==> src/rtl/operand_seq_pkg.sv <==
// Shared types and constants for the ALU operand-path sequencer.
package operand_seq_pkg;

  typedef enum logic [2:0] {
    ST_IDLE  = 3'd0,
    ST_READ  = 3'd1,
    ST_SETUP = 3'd2,
    ST_EXEC  = 3'd3,
    ST_WAIT  = 3'd4,
    ST_WB    = 3'd5
  } state_t;

  localparam logic [15:0] OPC_NOP      = 16'h0000;
  localparam logic [15:0] OPC_IMM_BASE = 16'h0008;

  // Wide enough for any MAX_WAIT in 1..255.
  localparam int TIMER_W = 8;

  // Opcodes at or above the immediate base take muxA in2 (the immediate).
  function automatic logic is_imm(input logic [15:0] opcode);
    return (opcode >= OPC_IMM_BASE);
  endfunction

endpackage

==> src/rtl/wait_timer.sv <==
// ALU completion timer. Loaded on clear, counts down while enabled, and
// flags expiry when the terminal count is reached. Expiry is seen in the
// MAX_WAIT-th enabled cycle after the clear.
module wait_timer
  import operand_seq_pkg::*;
#(
  parameter int MAX_WAIT = 15
) (
  input  logic clk,
  input  logic rst,
  input  logic clear,
  input  logic enable,
  output logic expired
);

  localparam logic [TIMER_W-1:0] LOAD_VAL = TIMER_W'(MAX_WAIT - 1);

  logic [TIMER_W-1:0] count;

  // Down-counter: reload on clear, decrement while enabled, park at zero.
  always_ff @(posedge clk or posedge rst) begin
    if (rst) begin
      count <= '0;
    end else if (clear) begin
      count <= LOAD_VAL;
    end else if (enable && (count != '0)) begin
      count <= count - 1'b1;
    end
  end

  assign expired = (count == '0);

endmodule

==> src/rtl/operand_seq_ctrl.sv <==
// Operand-path sequencer: accepts a decoded instruction, reads the register
// file, sets up muxA, starts the ALU, waits for completion with a timeout
// and issues write-back. All outputs are registered from the next state.
//
//   state    | meaning
//   ---------+-----------------------------------------------------------
//   ST_IDLE  | ready for an instruction; NOP is consumed here
//   ST_READ  | register-file read strobe with rs1/rs2 addresses
//   ST_SETUP | muxA select/immediate driven; one cycle for the muxA register
//   ST_EXEC  | ALU start pulse, timer reloaded
//   ST_WAIT  | waiting for alu_done; timer expiry aborts to IDLE with error
//   ST_WB    | write-back strobe with latched rd
module operand_seq_ctrl
  import operand_seq_pkg::*;
#(
  parameter int OPC_W    = 4,
  parameter int IMM_W    = 16,
  parameter int REG_W    = 4,
  parameter int MAX_WAIT = 15
) (
  input  logic             clk,
  input  logic             rst,
  input  logic             instr_valid,
  output logic             instr_ready,
  input  logic [OPC_W-1:0] instr_opcode,
  input  logic [IMM_W-1:0] instr_imm,
  input  logic [REG_W-1:0] instr_rd,
  input  logic [REG_W-1:0] instr_rs1,
  input  logic [REG_W-1:0] instr_rs2,
  output logic             rf_rd_en,
  output logic [REG_W-1:0] rf_ra,
  output logic [REG_W-1:0] rf_rb,
  output logic             mux_sel,
  output logic [IMM_W-1:0] mux_imm,
  output logic             alu_start,
  output logic [OPC_W-1:0] alu_op,
  input  logic             alu_done,
  output logic             wb_en,
  output logic [REG_W-1:0] wb_rd,
  output logic             busy,
  output logic             err_timeout
);

  state_t state;
  state_t state_next;

  logic [OPC_W-1:0] opc_q;
  logic [IMM_W-1:0] imm_q;
  logic [REG_W-1:0] rd_q;

  logic accept;
  logic is_nop;
  logic timeout_hit;
  logic timer_clear;
  logic timer_en;
  logic timer_expired;

  assign accept      = instr_valid && instr_ready;
  assign is_nop      = (16'(instr_opcode) == OPC_NOP);
  assign timer_clear = (state == ST_EXEC);
  assign timer_en    = (state == ST_WAIT) && !alu_done;

  wait_timer #(
    .MAX_WAIT (MAX_WAIT)
  ) u_wait_timer (
    .clk     (clk),
    .rst     (rst),
    .clear   (timer_clear),
    .enable  (timer_en),
    .expired (timer_expired)
  );

  // State register.
  always_ff @(posedge clk or posedge rst) begin
    if (rst) begin
      state <= ST_IDLE;
    end else begin
      state <= state_next;
    end
  end

  // Next-state decode; alu_done wins over a same-cycle timer expiry.
  always_comb begin
    state_next  = state;
    timeout_hit = 1'b0;
    case (state)
      ST_IDLE: begin
        if (accept && !is_nop) begin
          state_next = ST_READ;
        end
      end
      ST_READ:  state_next = ST_SETUP;
      ST_SETUP: state_next = ST_EXEC;
      ST_EXEC:  state_next = ST_WAIT;
      ST_WAIT: begin
        if (alu_done) begin
          state_next = ST_WB;
        end else if (timer_expired) begin
          state_next  = ST_IDLE;
          timeout_hit = 1'b1;
        end
      end
      ST_WB:    state_next = ST_IDLE;
      default:  state_next = ST_IDLE;
    endcase
  end

  // Capture the instruction fields needed after the handshake.
  always_ff @(posedge clk or posedge rst) begin
    if (rst) begin
      opc_q <= '0;
      imm_q <= '0;
      rd_q  <= '0;
    end else if (accept && !is_nop) begin
      opc_q <= instr_opcode;
      imm_q <= instr_imm;
      rd_q  <= instr_rd;
    end
  end

  // Registered outputs, decoded from the state being entered so that each
  // strobe is high exactly during its state; data outputs hold otherwise.
  always_ff @(posedge clk or posedge rst) begin
    if (rst) begin
      instr_ready <= 1'b1;
      busy        <= 1'b0;
      rf_rd_en    <= 1'b0;
      rf_ra       <= '0;
      rf_rb       <= '0;
      mux_sel     <= 1'b1;
      mux_imm     <= '0;
      alu_start   <= 1'b0;
      alu_op      <= '0;
      wb_en       <= 1'b0;
      wb_rd       <= '0;
      err_timeout <= 1'b0;
    end else begin
      instr_ready <= (state_next == ST_IDLE);
      busy        <= (state_next != ST_IDLE);
      rf_rd_en    <= (state_next == ST_READ);
      alu_start   <= (state_next == ST_EXEC);
      wb_en       <= (state_next == ST_WB);
      // READ is only entered from IDLE on a handshake, so the live
      // source indices are the ones being accepted.
      if (state_next == ST_READ) begin
        rf_ra <= instr_rs1;
        rf_rb <= instr_rs2;
      end
      if (state_next == ST_SETUP) begin
        mux_sel <= !is_imm(16'(opc_q));
        mux_imm <= imm_q;
      end
      if (state_next == ST_EXEC) begin
        alu_op <= opc_q;
      end
      if (state_next == ST_WB) begin
        wb_rd <= rd_q;
      end
      if (timeout_hit) begin
        err_timeout <= 1'b1;
      end
    end
  end

endmodule

==> config.mk <==
export PLATFORM = sky130hd
export DESIGN_NAME = operand_seq_ctrl
export DESIGN_NICKNAME = d
export VERILOG_FILES = /design/src/rtl/operand_seq_pkg.sv /design/src/rtl/wait_timer.sv /design/src/rtl/operand_seq_ctrl.sv
export SDC_FILE = /design/constraint.sdc
export NUM_CORES = 1
export LEC_CHECK = 0
export ABC_AREA = 1
export CORE_AREA = 2 2 87 89
export DETAILED_ROUTE_END_ITERATION = 8
export DIE_AREA = 0 0 89 91
export HOLD_SLACK_MARGIN = 0.05
export PLACE_DENSITY = 0.73
export REMOVE_ABC_BUFFERS = 1
export SYNTH_ARGS = -nofsm -noshare
export SYNTH_HDL_FRONTEND = slang
export SYNTH_SLANG_ARGS = --single-unit
==> constraint.sdc <==
create_clock -name clk -period 2.2 [get_ports clk]
set_input_delay 0.44 -clock clk [delete_from_list [all_inputs] [get_ports clk]]
set_output_delay 0.44 -clock clk [all_outputs]
set_load 0.02 [all_outputs]
clock_nets.png
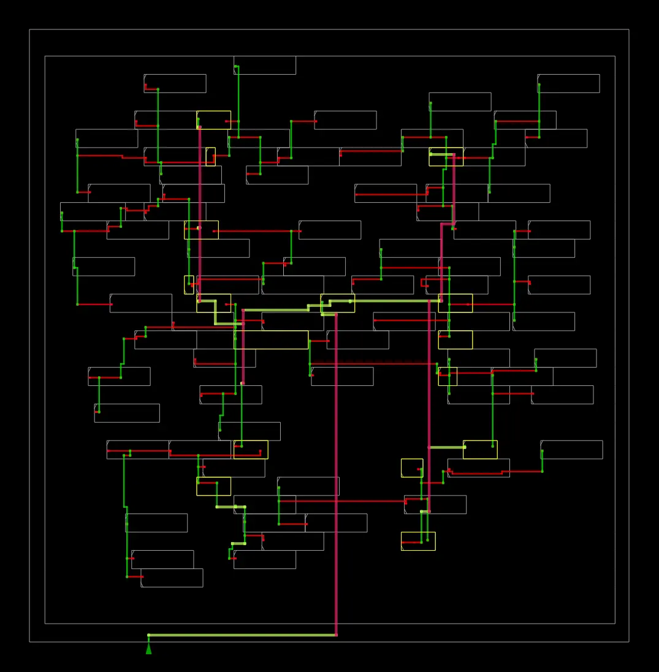
# clock sinks: 74
Clock Power: 0.00108 W
layout clock buffer count: 13

class_map.png
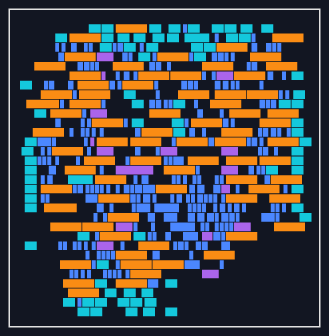
Key: purple = clock drivers and dummy loads [cells 16, share of their area 5.2%]; blue = remaining logic cells [cells 248, share of their area 29%]; orange = registers [cells 74, share of their area 47%]; cyan = remaining buffers and delay cells [cells 76, share of their area 20%]
Final Util: 0.575
design area: 4100 sq um

==> run summary <==
status: finished, final reports clean
setup ws final: 284 ps
Yosys top cell by instances: nand2_1
Adder Area Share: 0.00824
cell count after synthesis: 330
gr usage total: 0.165
placed insts: 497
Synth Area per Inst: 9.21 sq um
routability congestion estimate: 0.811
drt pass-1 iters: 5
Mapped Area: 3040 sq um
total power: 0.00570 W
buffer share of cell area: 0.190
chip area: 8100 sq um
Routed Antenna Nets: 0
FP Rows: 31
Yosys top cell area share: 0.593
WP buf/inv: 1
placed instance area: 3900 sq um
slowest stage cell on the critical path: clkdlybuf4s50_1
Syn-to-layout area delta: 35.0%
Remaining Overflow, GRT: 0
Clock transition at path regs: 80 ps
final wirelength: 6080 um
Seq. pwr: 0.00225 W
clock group share of total power: 0.190
P_leak: 2.03 nW
cell chain of the critical path: clkdlybuf4s50_1
Worst Setup Start Kind: register
hold crit path type: in -> async
start point of the critical path: mux_sel$_DFFE_PP1N_
Seq pwr share: 0.395
Nets: 447
Setup crit end kind: primary output
Register-to-Register Path Depth: 3
RR Startpoint: state[2]$_DFF_PP0_
worst setup path endpoint: mux_sel
worst hold slack: 478 ps
FF/Latch Area: 1850 sq um
clock_wires.png
Bar = 20 um.
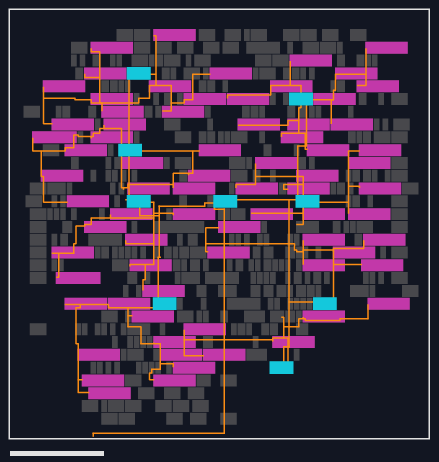
Key: magenta = flip-flops [count 74]; orange = clock wires [length 887 um]; cyan = clock-net drivers [count 9]
There are 10 routed clock nets.

route_heat.png
The die is cut into 18 by 18 equal tiles; dark blue is low, red is high, scaled to the fullest tile. Values are wire area over tile area, all layers added.
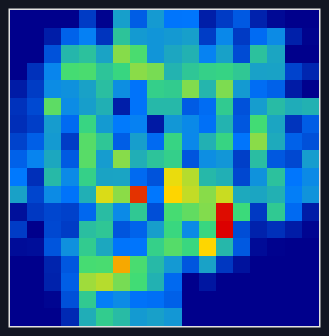
The densest ninth of the die: center. The emptiest ninth of the die: south-east. 18% of the tiles are nearly empty. 12% of the tiles are over half the peak. The fullest tile reaches 0.45. The mean over all tiles is 0.12.

Power is estimated from default activity; no workload was simulated.
